===== config.mk =====
export PLATFORM = sky130hd
export DESIGN_NAME = ahb3lite_sram_arb2
export DESIGN_NICKNAME = d
export VERILOG_FILES = /design/src/rtl/ahb3lite_sram_arb2.sv
export SDC_FILE = /design/constraint.sdc
export NUM_CORES = 1
export LEC_CHECK = 0
export CAP_MARGIN = 10
export CELL_PAD_IN_SITES_DETAIL_PLACEMENT = 1
export CELL_PAD_IN_SITES_GLOBAL_PLACEMENT = 2
export CORE_UTILIZATION = 18
export CTS_CLUSTER_DIAMETER = 80
export DETAILED_ROUTE_END_ITERATION = 12
export GPL_TIMING_DRIVEN = 1
export HOLD_SLACK_MARGIN = 0.06
export PLACE_DENSITY_LB_ADDON = 0.1
export SLEW_MARGIN = 20
export SYNTH_ARGS = -nofsm -noshare
export SYNTH_HDL_FRONTEND = slang
export SYNTH_SLANG_ARGS = --single-unit

===== constraint.sdc =====
create_clock -name HCLK -period 1.7 [get_ports HCLK]
set_input_delay 0.51 -clock HCLK [delete_from_list [all_inputs] [get_ports HCLK]]
set_output_delay 0.51 -clock HCLK [all_outputs]
set_load 0.02 [all_outputs]

===== src/rtl/ahb3lite_sram_arb2.sv =====
// Two-port AHB3-Lite arbiter sharing one single-port SRAM slave.
// Each port holds its request and reissues it downstream as NONSEQ.
module ahb3lite_sram_arb2 #(
  parameter int    HADDR_SIZE = 8,
  parameter int    HDATA_SIZE = 32,
  parameter string ARB_SCHEME = "RR"
) (
  input  logic                  HRESETn,
  input  logic                  HCLK,

  input  logic                  p0_HSEL,
  input  logic [HADDR_SIZE-1:0] p0_HADDR,
  input  logic [HDATA_SIZE-1:0] p0_HWDATA,
  output logic [HDATA_SIZE-1:0] p0_HRDATA,
  input  logic                  p0_HWRITE,
  input  logic [2:0]            p0_HSIZE,
  input  logic [2:0]            p0_HBURST,
  input  logic [3:0]            p0_HPROT,
  input  logic [1:0]            p0_HTRANS,
  input  logic                  p0_HREADY,
  output logic                  p0_HREADYOUT,
  output logic                  p0_HRESP,

  input  logic                  p1_HSEL,
  input  logic [HADDR_SIZE-1:0] p1_HADDR,
  input  logic [HDATA_SIZE-1:0] p1_HWDATA,
  output logic [HDATA_SIZE-1:0] p1_HRDATA,
  input  logic                  p1_HWRITE,
  input  logic [2:0]            p1_HSIZE,
  input  logic [2:0]            p1_HBURST,
  input  logic [3:0]            p1_HPROT,
  input  logic [1:0]            p1_HTRANS,
  input  logic                  p1_HREADY,
  output logic                  p1_HREADYOUT,
  output logic                  p1_HRESP,

  output logic                  mem_HSEL,
  output logic [HADDR_SIZE-1:0] mem_HADDR,
  output logic [HDATA_SIZE-1:0] mem_HWDATA,
  input  logic [HDATA_SIZE-1:0] mem_HRDATA,
  output logic                  mem_HWRITE,
  output logic [2:0]            mem_HSIZE,
  output logic [2:0]            mem_HBURST,
  output logic [3:0]            mem_HPROT,
  output logic [1:0]            mem_HTRANS,
  input  logic                  mem_HREADYOUT,
  output logic                  mem_HREADY,
  input  logic                  mem_HRESP
);

  localparam logic [1:0] HT_IDLE   = 2'b00;
  localparam logic [1:0] HT_NONSEQ = 2'b10;
  localparam bit         FIXED     = (ARB_SCHEME == "FIXED");

  typedef enum logic [1:0] {
    S_IDLE,
    S_WAIT,
    S_DATA
  } st_t;

  st_t                   st_q    [2];
  logic [HADDR_SIZE-1:0] addr_q  [2];
  logic                  wr_q    [2];
  logic [2:0]            size_q  [2];
  logic [2:0]            burst_q [2];
  logic [3:0]            prot_q  [2];

  logic                  ptr_q;
  logic                  dp_valid_q;
  logic                  dp_owner_q;
  logic [HADDR_SIZE-1:0] maddr_q;
  logic                  mwr_q;
  logic [2:0]            msize_q;
  logic [2:0]            mburst_q;
  logic [3:0]            mprot_q;

  logic [1:0][HADDR_SIZE-1:0] in_addr;
  logic [1:0]                 in_wr;
  logic [1:0][2:0]            in_size;
  logic [1:0][2:0]            in_burst;
  logic [1:0][3:0]            in_prot;

  logic [1:0] req;
  logic [1:0] cap;
  logic [1:0] wt;
  logic [1:0] gnt;
  logic       issue;
  logic       win;

  assign in_addr  = {p1_HADDR, p0_HADDR};
  assign in_wr    = {p1_HWRITE, p0_HWRITE};
  assign in_size  = {p1_HSIZE, p0_HSIZE};
  assign in_burst = {p1_HBURST, p0_HBURST};
  assign in_prot  = {p1_HPROT, p0_HPROT};

  assign req[0] = p0_HSEL & p0_HREADY & p0_HTRANS[1];
  assign req[1] = p1_HSEL & p1_HREADY & p1_HTRANS[1];

  always_comb begin
    cap = '0;
    wt  = '0;
    for (int i = 0; i < 2; i++) begin
      wt[i]  = (st_q[i] == S_WAIT);
      cap[i] = req[i] & ((st_q[i] == S_IDLE) |
               ((st_q[i] == S_DATA) & mem_HREADYOUT));
    end
    gnt = wt;
    // ptr_q holds the last granted port; the other one wins a tie
    if (wt == 2'b11)
      gnt = (FIXED || ptr_q) ? 2'b01 : 2'b10;
  end

  assign issue = (|gnt) & mem_HREADYOUT;
  assign win   = gnt[1];

  always_ff @(posedge HCLK or negedge HRESETn) begin
    if (!HRESETn) begin
      for (int i = 0; i < 2; i++) begin
        st_q[i]    <= S_IDLE;
        addr_q[i]  <= '0;
        wr_q[i]    <= 1'b0;
        size_q[i]  <= '0;
        burst_q[i] <= '0;
        prot_q[i]  <= '0;
      end
      ptr_q      <= 1'b1;
      dp_valid_q <= 1'b0;
      dp_owner_q <= 1'b0;
      maddr_q    <= '0;
      mwr_q      <= 1'b0;
      msize_q    <= '0;
      mburst_q   <= '0;
      mprot_q    <= '0;
    end else begin
      for (int i = 0; i < 2; i++) begin
        unique case (st_q[i])
          S_IDLE:
            if (req[i]) st_q[i] <= S_WAIT;
          S_WAIT:
            if (gnt[i] && mem_HREADYOUT) st_q[i] <= S_DATA;
          S_DATA:
            if (mem_HREADYOUT)
              st_q[i] <= req[i] ? S_WAIT : S_IDLE;
          default:
            st_q[i] <= S_IDLE;
        endcase
        if (cap[i]) begin
          addr_q[i]  <= in_addr[i];
          wr_q[i]    <= in_wr[i];
          size_q[i]  <= in_size[i];
          burst_q[i] <= in_burst[i];
          prot_q[i]  <= in_prot[i];
        end
      end
      if (issue) begin
        ptr_q      <= win;
        dp_valid_q <= 1'b1;
        dp_owner_q <= win;
        maddr_q    <= addr_q[win];
        mwr_q      <= wr_q[win];
        msize_q    <= size_q[win];
        mburst_q   <= burst_q[win];
        mprot_q    <= prot_q[win];
      end else if (mem_HREADYOUT) begin
        dp_valid_q <= 1'b0;
      end
    end
  end

  assign mem_HSEL   = issue;
  assign mem_HTRANS = issue ? HT_NONSEQ : HT_IDLE;
  assign mem_HADDR  = issue ? addr_q[win]  : maddr_q;
  assign mem_HWRITE = issue ? wr_q[win]    : mwr_q;
  assign mem_HSIZE  = issue ? size_q[win]  : msize_q;
  assign mem_HBURST = issue ? burst_q[win] : mburst_q;
  assign mem_HPROT  = issue ? prot_q[win]  : mprot_q;
  assign mem_HREADY = mem_HREADYOUT;

  assign mem_HWDATA = !dp_valid_q ? '0 :
                      dp_owner_q  ? p1_HWDATA : p0_HWDATA;

  assign p0_HREADYOUT = (st_q[0] == S_WAIT) ? 1'b0 :
                        (st_q[0] == S_DATA) ? mem_HREADYOUT : 1'b1;
  assign p1_HREADYOUT = (st_q[1] == S_WAIT) ? 1'b0 :
                        (st_q[1] == S_DATA) ? mem_HREADYOUT : 1'b1;

  assign p0_HRESP = (st_q[0] == S_DATA) & mem_HRESP;
  assign p1_HRESP = (st_q[1] == S_DATA) & mem_HRESP;

  assign p0_HRDATA = HRESETn ? mem_HRDATA : '0;
  assign p1_HRDATA = HRESETn ? mem_HRDATA : '0;

endmodule


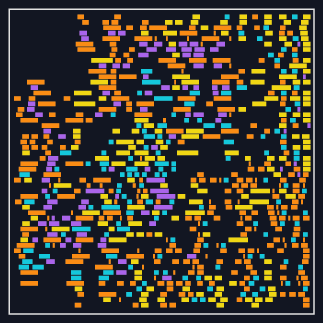
*Sizing map, run 1*
Scale: 2 px per um.
| colour | size | cells | share | most used |
|---|---|---|---|---|
| purple | _2 cells | 91 | 13% | mux2_2 |
| yellow | _6 and larger | 162 | 23% | buf_6 |
| orange | _0 and _1 cells | 320 | 45% | clkdlybuf4s50_1 |
| cyan | _3 and _4 cells | 141 | 20% | buf_4 |
area grow syn2layout: 118%
count of non-CTS buffers in the layout: 372
area of all placed cells without fillers: 8790 um^2

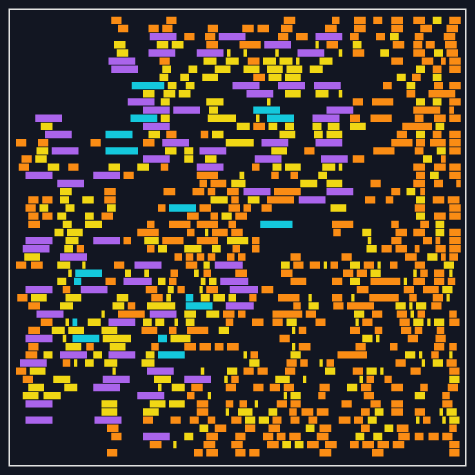
*Cells coloured by class, run 1*
Scale: 3 px per um.
| colour | class | cells | share of their area |
|---|---|---|---|
| yellow | combinational and other logic | 262 | 30% |
| orange | remaining buffers and delay cells | 372 | 47% |
| cyan | clock drivers and dummy loads | 16 | 4.1% |
| purple | sequential cells | 64 | 19% |
placeable core area: 21900 um^2
FP Rows: 54
Seq area share: 18.3%
Layout Utilization: 40.1%

==> impl_report.txt, run 1 <==
PHYSICAL IMPLEMENTATION REPORT
----------------------------------------------------
[Status]
  Status ........................ finished, violations left
  Violated checks ........................ setup timing

[Layout]
  Ant diodes ........................ 3
  Commonest non-fill, non-tap cells in the layout ........................ sky130_fd_sc_hd__buf_6 (117), sky130_fd_sc_hd__clkdlybuf4s50_1 (108), sky130_fd_sc_hd__buf_4 (74)
  Final instance count without filler cells ........................ between 900 and 1000
  Portion of the layout cell area used by clock cells ........................ about 4%
  Most frequent standard cell in the layout excluding fill and tap cells ........................ sky130_fd_sc_hd__buf_6
  Area of the multi-input gates ........................ 2440 um^2
  Net count of the finished layout ........................ between 800 and 900
  Area occupied by registers ........................ about 1600 um^2
  Share of final layout cell area taken by non-clock buffers ........................ roughly 45%
  Logic inverters ........................ 22
  Largest contributor to cell area by class ........................ buffers
  Multi-input logic portion of the cell area ........................ 27.8%
  Multi-In Gates ........................ between 200 and 250

[Power and ir drop]
  Group drawing the most power ........................ combinational logic
  Static leakage power ........................ between 4 and 5 nW
  Part of the power in the clock network ........................ between 20% and 30%
  Sequential power share ........................ a little under a quarter
  Switching part of the total power ........................ 34.6%
  Sequential power ........................ ~2.4 mW
  Worst supply voltage drop on vdd ........................ ~0.69 mV
  Power Clock ........................ 2.17 mW
  Net switching power figure ........................ approximately 3.5 mW
  Combinational group share of total power ........................ between 50% and 60%
  Combinational group power ........................ around 5.5 mW

[Route]
  Met2 routed WL ........................ approximately 11 mm
  Mean number of vias per cell ........................ about 4.2
  Antenna-violating nets left ........................ 0
  Number of DRC violations after detailed routing ........................ 0
  Drt first-iter violations ........................ about 95
  Length of routed wiring on met1 ........................ roughly 7.4 mm
  Wire length per cell ........................ between 20 and 25 um

[Yosys]
  Share of the yosys chip area belonging to registers ........................ 39.7%
  Mapped Cells ........................ 393
  Summed standard-cell area reported by yosys ........................ between 4000 and 5000 um^2
  Post-synthesis instance area ........................ 4030 um^2
  Synthesis Warnings ........................ 0
  Seq cells post-synth ........................ ~64
  Number of nets at floorplan ........................ approximately 540
  Yosys cell count ........................ just under 400

[Flow run]
  Max cap viols ........................ 0

[Clocking]
  Clock Path Buffers ........................ 2
  Htree depth ........................ 3
  Number of buffers inserted to repair setup after CTS ........................ 38
  Num CTS Buffers ........................ 9
  Root cell of the clock tree ........................ sky130_fd_sc_hd__clkbuf_16
  Cts-stage hold buffer count ........................ 0
  Number of clock sinks ........................ about 64
  Number of gates resized after CTS ........................ 754
  Worst skew pair latency ........................ 0.34 ns

[STA]
  Number of failing hold endpoints at the final stage ........................ 0
  Slew at the pin closest to its max-slew limit ........................ between 0.5 and 0.6 ns
  Fin Setup TNS ........................ -23.11 ns
  Final setup violation count ........................ around 99
  Setup WS post-layout ........................ -0.593 ns
  Final tally of max-slew violations ........................ 0
  Period utilization ........................ 135%

[Global routing]
  GR peak layer ........................ met2
  Wire length of the first global-routing pass ........................ between 20 and 30 mm
  Global Route met1 Usage ........................ ~17%
  GR met2 Demand/Resource ........................ a little under a third
  Via count of the first global-routing pass ........................ 4472
  Total global-route track usage ........................ about 17%
  Maximum number of pins on one net before global-route repair ........................ approximately 43
  Antenna violations before repair ........................ 6

[Worst hold path]
  Min-Delay Path Class ........................ reg -> reg
  Hold path start ........................ addr_q[2]$_DFFE_PN0P_

[Critical path]
  Setup crit start kind ........................ flip-flop
  Data required time of the critical path ........................ roughly 1.2 ns
  Critical R2R Launch ........................ st_q[2]$_DFFE_PN0P_
  Critical path peak fanout ........................ 5
  Flop-to-flop setup slack ........................ -0.16 ns
  Critical Path End Type ........................ primary output

[Die]
  Count of boundary I/O pins ........................ about 270
  Vertical die size ........................ 152 um
  Count of inserted tapcells ........................ roughly 280
  Chip area ........................ ~23000 um^2

[Placement]
  Post-place setup slack ........................ -1.23 ns
  Routability cong. ........................ 0.759
  Total half-perimeter wirelength after legalization and detailed placement ........................ 14.5 mm
  Placed instance count ........................ slightly above 900

----------------------------------------------------
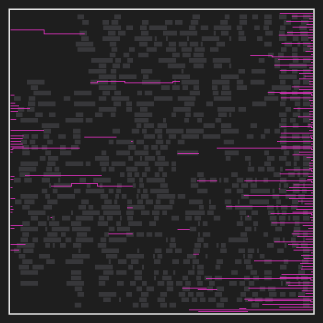
*M3 wires, run 1*
Scale: 2 px per um. Cells faint in the background.
share of all routed wire: 8.1%
nets with wire on the layer: 141
longest straight run: 61.6 um
wire length on this layer: 1620 um
DR vias: 4228
total length of routed wires: 20.0 mm
met3 routing resource usage after global routing: 5.00%

[run 1: critical path: stages (launching register included)]
cell and delay [ns]:
sky130_fd_sc_hd__dfstp_2 0.57, sky130_fd_sc_hd__and3b_2 0.21, sky130_fd_sc_hd__buf_6 0.13, sky130_fd_sc_hd__clkbuf_16 0.16
sky130_fd_sc_hd__o21ai_4 0.05, sky130_fd_sc_hd__a22oi_2 0.18, sky130_fd_sc_hd__buf_6 0.15
[run 1: Yosys cell counts (all sizes together)]
cell type,number,share of area [%]
mux2,38,11
a221oi,19,4.9
dfrtp,63,39
nand4b,2,0.43
nor2,35,3.3
a31oi,1,0.16
a21oi,3,0.47
mux2i,32,7.9
buf,54,9.6
a21o,2,0.37
nor3b,2,0.37
nand3b,1,0.50
o21bai,1,0.19
clkbuf,13,1.5
inv,22,2.0
o21ai,23,3.1
and3b,22,4.8
conb,1,0.093
and2b,2,0.40
dfstp,1,0.65
a22oi,19,3.5
nand2b,3,0.47
nand2,1,0.093
and2,32,5.0
a22o,1,0.22
[run 1: state kept, by name, indices dropped and copies added, names as in the netlist, 2 cells and up]
register  flops
msize_q       3
maddr_q       8
size_q        6
mprot_q       4
prot_q        8
mburst_q      3
st_q          4
addr_q       16
burst_q       6
wr_q          2
[run 1: worst paths after layout]
check | end | depth (start not counted)
max | mem_HADDR[1] | 6
min | addr_q[2]$_DFFE_PN0P_ | 1
max reg2reg | prot_q[5]$_DFFE_PN0P_ | 7
min reg2reg | addr_q[2]$_DFFE_PN0P_ | 1
max in group asynchronous | st_q[0]$_DFFE_PN0P_ | 6
min in group asynchronous | addr_q[12]$_DFFE_PN0P_ | 6
[run 1: logic make-up after synthesis]
group	share of synthesized area [%]
flops	39.7
simple gates	15.4
compound gates	13.0
buf+inv	13.2
other cells	0.0930
mux	18.6
### Where the registers sit, run 1

Scale: 2 px per um.
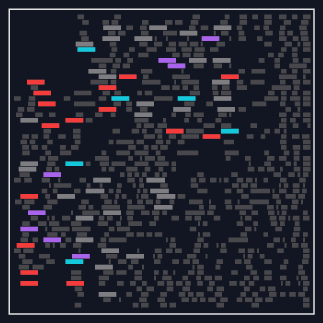

==> run 2, diff against run 1 <==
--- a/config.mk
+++ b/config.mk
@@ -14,7 +14,6 @@
 export GPL_TIMING_DRIVEN = 1
 export HOLD_SLACK_MARGIN = 0.06
 export PLACE_DENSITY_LB_ADDON = 0.1
-export SLEW_MARGIN = 20
 export SYNTH_ARGS = -nofsm -noshare
 export SYNTH_HDL_FRONTEND = slang
 export SYNTH_SLANG_ARGS = --single-unit
==> constraint.sdc (replaced) <==
create_clock -name HCLK -period 2 [get_ports HCLK]
set_input_delay 0.6 -clock HCLK [delete_from_list [all_inputs] [get_ports HCLK]]
set_output_delay 0.6 -clock HCLK [all_outputs]
set_load 0.02 [all_outputs]
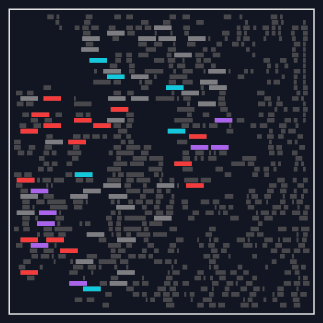
*Where the registers sit, run 2*
Scale: 2 px per um.
| colour | name in the netlist | sequential cells |
|---|---|---|
| cyan | size_q | 6 |
| purple | maddr_q | 8 |
| red | addr_q | 16 |
Layout Utilization: 35.2%
area occupied by registers: 1610 um^2
sequential power: 1.96 mW
Seq area share: 20.8%

==> run 2 against run 1 <==
- the flow still finishes with violations (setup timing)
- utilization is 4.9 points lower
- critical path depth up 1
- die size unchanged
- design area down 12%
- global-route usage shrank 1.3 points
- worst setup slack gained 0.22 ns
- sequential share of layout area rose by 2.5 points
- sequential cell count unchanged
- count of clock-buffer cells in the layout increased by 4
- wire length decreased by 11%
- first-iteration DRC count is 21% higher
- largest cell class unchanged
- highest routed layer unchanged
==> impl_report.txt, run 2 <==
PHYSICAL IMPLEMENTATION REPORT
----------------------------------------------------
[Yosys]
  Most common cell in the netlist ........................ sky130_fd_sc_hd__dfrtp_1
  Yosys cell count ........................ 393 (unchanged)
  Largest cells by area ........................ sky130_fd_sc_hd__dfrtp_1 (39%), sky130_fd_sc_hd__mux2_2 (10%), sky130_fd_sc_hd__mux2i_1 (7.9%)
  Top cell type's share of synthesized area ........................ 39.1% (unchanged)
  Synthesis Warnings ........................ 0 (unchanged)
  Leading post-synthesis cells by instance count ........................ sky130_fd_sc_hd__dfrtp_1 (63), sky130_fd_sc_hd__buf_4 (37), sky130_fd_sc_hd__mux2_2 (36), sky130_fd_sc_hd__nor2_1 (34)
  Seq cells post-synth ........................ 64 (unchanged)
  Number of synthesized flops with an enable pin ........................ 0 (unchanged)
  Share of the yosys chip area belonging to registers ........................ 39.7% (unchanged)
  Mapped Cells ........................ 393 (unchanged)
  Number of nets at floorplan ........................ 539 (unchanged)

[Clocking]
  Number of clock sinks ........................ 64 (unchanged)
  Num CTS Buffers ........................ 9 (unchanged)
  Root cell of the clock tree ........................ sky130_fd_sc_hd__clkbuf_16

[Critical path]
  Sum of buffers and inverters on the critical path ........................ 4 (+1)
  Cell type group with the largest total delay on the critical path ........................ buffers and inverters
  Worst stage delay on the critical path ........................ 0.40 ns (-0.17 ns)
  Setup crit start kind ........................ flip-flop
  Critical Path End Type ........................ primary output
  Data required time of the critical path ........................ 1.40 ns (+0.21 ns)
  Most used cell, CP ........................ sky130_fd_sc_hd__buf_6
  Critical path, cell by cell ........................ buf_6, and2b_2, o21ai_4, buf_6, buf_12, a22oi_2, buf_4

[Status]
  Violated checks ........................ setup timing
  Status ........................ finished, violations left

[Power and ir drop]
  Switching part of the total power ........................ 35.5% (+0.91 points)
  Sequential power share ........................ 25.8% (+2.3 points)
  Group drawing the most power ........................ combinational logic
  Static leakage power ........................ 3.72 nW (-8.0%)
  Combinational group share of total power ........................ 53.9% (-1.0 points)
  Worst supply voltage drop on vdd ........................ 0.623 mV (-10%)

[STA]
  Final setup violation count ........................ 36 (-64%)
  Period utilization ........................ 119%
  Setup WS post-layout ........................ -0.375 ns (+0.218 ns)

[Layout]
  Most frequent standard cell in the layout excluding fill and tap cells ........................ sky130_fd_sc_hd__clkdlybuf4s50_1
  Net count of the finished layout ........................ 818 (-4.3%)
  Area grow syn2layout ........................ 91.2%
  Most flop-heavy register ........................ addr_q
  Commonest non-fill, non-tap cells in the layout ........................ sky130_fd_sc_hd__clkdlybuf4s50_1 (110), sky130_fd_sc_hd__buf_4 (80), sky130_fd_sc_hd__dfrtp_1 (61)
  Area of all placed cells without fillers ........................ 7710 um^2 (-12%)
  Final instance count without filler cells ........................ 959 (-3.8%)
  Flip-flop count of the largest register, all copies and words added ........................ 16 (unchanged)

[Placement]
  Placed instance count ........................ 916 (-0.97%)
  Routability cong. ........................ 0.746 (-1.6%)
  Post-place setup slack ........................ -0.991 ns (+0.236 ns)

[Die]
  Chip area ........................ 23000 um^2 (unchanged)
  Vertical die size ........................ 152 um (unchanged)
  Count of boundary I/O pins ........................ 269 (unchanged)
  FP Rows ........................ 54 (unchanged)

[Worst hold path]
  Min-Delay Path Class ........................ reg -> reg

[Global routing]
  Wire length of the first global-routing pass ........................ 25.8 mm (-6.7%)
  Antenna violations before repair ........................ 6 (unchanged)
  Total global-route track usage ........................ 15.2% (-1.3 points)

[Route]
  Mean number of vias per cell ........................ 4.18 (-1.4%)
  Total length of routed wires ........................ 17.9 mm (-11%)
  Drt first-iter violations ........................ 115 (+21%)

----------------------------------------------------
[run 2: worst paths after layout]
path | from | slack, ns | endpoint | depth (start not counted)
hold reg to reg | addr_q[2]$_DFFE_PN0P_ | 0.48 | addr_q[2]$_DFFE_PN0P_ | 1
setup reg to reg | st_q[0]$_DFFE_PN0P_ | 0.26 | size_q[0]$_DFFE_PN0P_ | 6
max in group asynchronous | HRESETn | 1.13 | st_q[2]$_DFFE_PN0P_ | 3
setup / recovery | st_q[0]$_DFFE_PN0P_ | -0.38 | mem_HADDR[3] | 7
min in group asynchronous | HRESETn | 0.50 | maddr_q[6]$_DFF_PN0_ | 3
hold / removal | addr_q[2]$_DFFE_PN0P_ | 0.48 | addr_q[2]$_DFFE_PN0P_ | 1
[run 2: per-layer routing]
metal | global-route usage [%] | routed length [um] | vias to the layer above
li1 | - | - | 1893
met1 | 17.2 | 7050 | 1939
met2 | 27.3 | 9190 | 153
met3 | 4.85 | 1460 | 18
met4 | 4.36 | 180 | 8
met5 | 0 | 52 | -
[run 2: logic make-up (layout without fill, tap and decap cells)]
group           Yosys count  in the layout  synth area share (%)
simple gates            100            100                  15.4
buf+inv                  89            373                  13.2
compound gates           69             69                  13.0
other cells               1              3                0.0930
mux                      70             70                  18.6
flops                    64             64                  39.7
[run 2: what timing repair did]
| item | in CTS | in global routing |
|---|---|---|
| pin swaps | 20 | 31 |
| setup buffers | 17 | 8 |
| resized | 575 | 96 |
| setup endpoints to repair | 122 | 65 |
| cloned | 1 | 1 |
[run 2: area by class of cell]
cell class | instances | area [um^2]
Antenna cell | 2 | 5.00
Clock buffer | 13 | 240
Clock inverter | 3 | 42.5
Fill cell | 2440 | 14200
Inverter | 22 | 87.6
Multi-Input combinational cell | 240 | 2210
Sequential cell | 64 | 1610
Tap cell | 280 | 350
Timing Repair Buffer | 335 | 3170
### M3 wires, run 2

Scale: 2 px per um. Cells faint in the background.
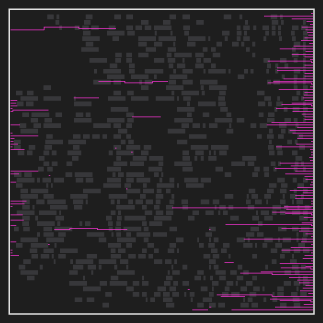

==> run 3, diff against run 2 <==
--- a/config.mk
+++ b/config.mk
@@ -8,12 +8,14 @@
 export CAP_MARGIN = 10
 export CELL_PAD_IN_SITES_DETAIL_PLACEMENT = 1
 export CELL_PAD_IN_SITES_GLOBAL_PLACEMENT = 2
+export CORE_MARGIN = 2
 export CORE_UTILIZATION = 18
 export CTS_CLUSTER_DIAMETER = 80
 export DETAILED_ROUTE_END_ITERATION = 12
 export GPL_TIMING_DRIVEN = 1
 export HOLD_SLACK_MARGIN = 0.06
 export PLACE_DENSITY_LB_ADDON = 0.1
+export SLEW_MARGIN = 25
 export SYNTH_ARGS = -nofsm -noshare
 export SYNTH_HDL_FRONTEND = slang
 export SYNTH_SLANG_ARGS = --single-unit
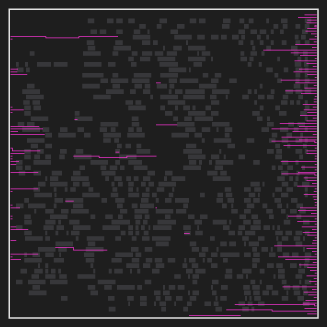
*M3 wires, run 3*
Scale: 2 px per um. Cells faint in the background.
main direction: horizontal
wire length on this layer: 1110 um
nets with wire on the layer: 144
longest straight run: 39.8 um
share of all routed wire: 5.8%
DR vias: 4080
met3 routing resource usage after global routing: 3.89%
total length of routed wires: 19.2 mm

==> run 3 against run 2 <==
- the run still ends with setup timing left
- first-iteration DRC count fell by 17%
- combinational power rose by 7.1%
- critical endpoint is now mem_HBURST[0]
- non-clock buffer count rose by 7
- critical path type unchanged
- sequential share of layout area fell by 0.31 points
- maximum frequency fell by 0.30%
- area after synthesis did not move
- critical path depth did not move
- worst setup slack got worse by 0.0070 ns
==> impl_report.txt, run 3 <==
PHYSICAL IMPLEMENTATION REPORT
----------------------------------------------------
[Yosys]
  Ao+oa area frac ........................ 13.0% (unchanged)
  Mux area share ........................ 18.6% (unchanged)
  Synthesis Warnings ........................ 0 (unchanged)
  Number of synthesized flops with an enable pin ........................ 0 (unchanged)
  Largest cells by area ........................ sky130_fd_sc_hd__dfrtp_1 (39%), sky130_fd_sc_hd__mux2_2 (10%), sky130_fd_sc_hd__mux2i_1 (7.9%)
  Number of nets at floorplan ........................ 539 (unchanged)
  Dominant combinational cell family by area after synthesis ........................ multiplexers
  Yosys cell count ........................ 393 (unchanged)
  Top cell type's share of synthesized area ........................ 39.1% (unchanged)
  Post-Synth XOR/XNOR Area ........................ 0% (unchanged)
  Leading post-synthesis cells by instance count ........................ sky130_fd_sc_hd__dfrtp_1 (63), sky130_fd_sc_hd__buf_4 (37), sky130_fd_sc_hd__mux2_2 (36), sky130_fd_sc_hd__nor2_1 (34)

[Clocking]
  Root cell of the clock tree ........................ sky130_fd_sc_hd__clkbuf_16
  Num CTS Buffers ........................ 9 (unchanged)
  Number of buffers inserted to repair setup after CTS ........................ 26 (+9)
  Number of gates resized after CTS ........................ 604 (+5.0%)

[Layout]
  Most flop-heavy register ........................ addr_q
  Area occupied by registers ........................ 1610 um^2 (about the same)
  Final instance count without filler cells ........................ 964 (+0.52%)
  Number of inserted filler cells in the final layout ........................ 2435 (-0.20%)

[Power and ir drop]
  Combinational group share of total power ........................ 54.3% (+0.4 points)

[Status]
  Status ........................ finished, violations left
  Violated checks ........................ setup timing

[Die]
  Chip area ........................ 23600 um^2 (+2.7%)
  Vertical die size ........................ 154 um (+1.3%)
  FP Rows ........................ 54 (unchanged)

[Route]
  Highest signal layer in the routed design ........................ met4
  Length of routed wiring on met1 ........................ 8.14 mm (+16%)
  Mean number of vias per cell ........................ 4.23 (+1.2%)
  Met2 routed WL ........................ 9.76 mm (+6.1%)
  Drt first-iter violations ........................ 96 (-17%)

[Placement]
  Placed instance count ........................ 919 (+0.33%)

[Global routing]
  Global Route met1 Usage ........................ 20.1% (+2.9 points)
  Total global-route track usage ........................ 16.2% (+1.0 points)
  GR met2 Demand/Resource ........................ 28.3% (+1.0 points)

[Critical path]
  Flop-to-flop setup slack ........................ 0.20 ns (-0.06 ns)
  Sum of buffers and inverters on the critical path ........................ 4 (unchanged)
  Most used cell, CP ........................ sky130_fd_sc_hd__buf_6
  Critical path, cell by cell ........................ buf_6, and2b_2, o21ai_4, buf_6, buf_16, a22oi_2, buf_6

[STA]
  Final setup violation count ........................ 51 (+42%)
  Setup WS post-layout ........................ -0.382 ns (-0.00704 ns)

----------------------------------------------------
## run 3: cell counts after synthesis
No cell type changed its count.
## run 3: power by group through the flow
stage / logic (mW) / registers [mW] / clock network (mW)
floorplan: 2.07 / 1.89 / 0
global placement: 3.67 / 1.97 / 0
detailed placement: 3.71 / 1.99 / 0
CTS: 4.17 / 1.97 / 1.79
global route: 4.69 / 2.02 / 1.84
finish: 4.38 / 1.96 / 1.72
## run 3: tightest hold or removal path, cell delays in order
cell and delay, ns:
sky130_fd_sc_hd__buf_4 0.11, sky130_fd_sc_hd__buf_12 0.15, sky130_fd_sc_hd__buf_4 0.20
## run 3: final cells by class
cell class                 instances  area share (%)
clock buffer                       9            2.87
clock inverter                     7            1.21
inverter                          22            1.12
multi-input combinational        240            28.3
sequential                        64            20.5
tap                              280            4.47
timing repair buffer             342            41.5
## run 3: worst paths after layout
path	from	endpoint	depth (start not counted)
worst min-delay path	HRESETn	mprot_q[1]$_DFF_PN0_	3
worst max register to register	st_q[2]$_DFFE_PN0P_	size_q[4]$_DFFE_PN0P_	6
max in group asynchronous	HRESETn	dp_owner_q$_DFFE_PN0P_	3
min in group HCLK	addr_q[3]$_DFFE_PN0P_	addr_q[3]$_DFFE_PN0P_	1
worst min register to register	addr_q[3]$_DFFE_PN0P_	addr_q[3]$_DFFE_PN0P_	1
worst max-delay path	st_q[0]$_DFFE_PN0P_	mem_HBURST[0]	7
## run 3: metrics by stage
step / area (um^2) / hold WS (ns) / util (%)
after detailed placement: 7180 / 0.490 / 32.8
after floorplan: 4130 / 0.304 / -
after CTS: 7560 / 0.367 / 34.5
after global placement: 7180 / 0.483 / 32.8
final: 7840 / 0.376 / 35.8
after global routing: 7840 / 0.392 / 35.8
Power and IR drop assume default switching activity.
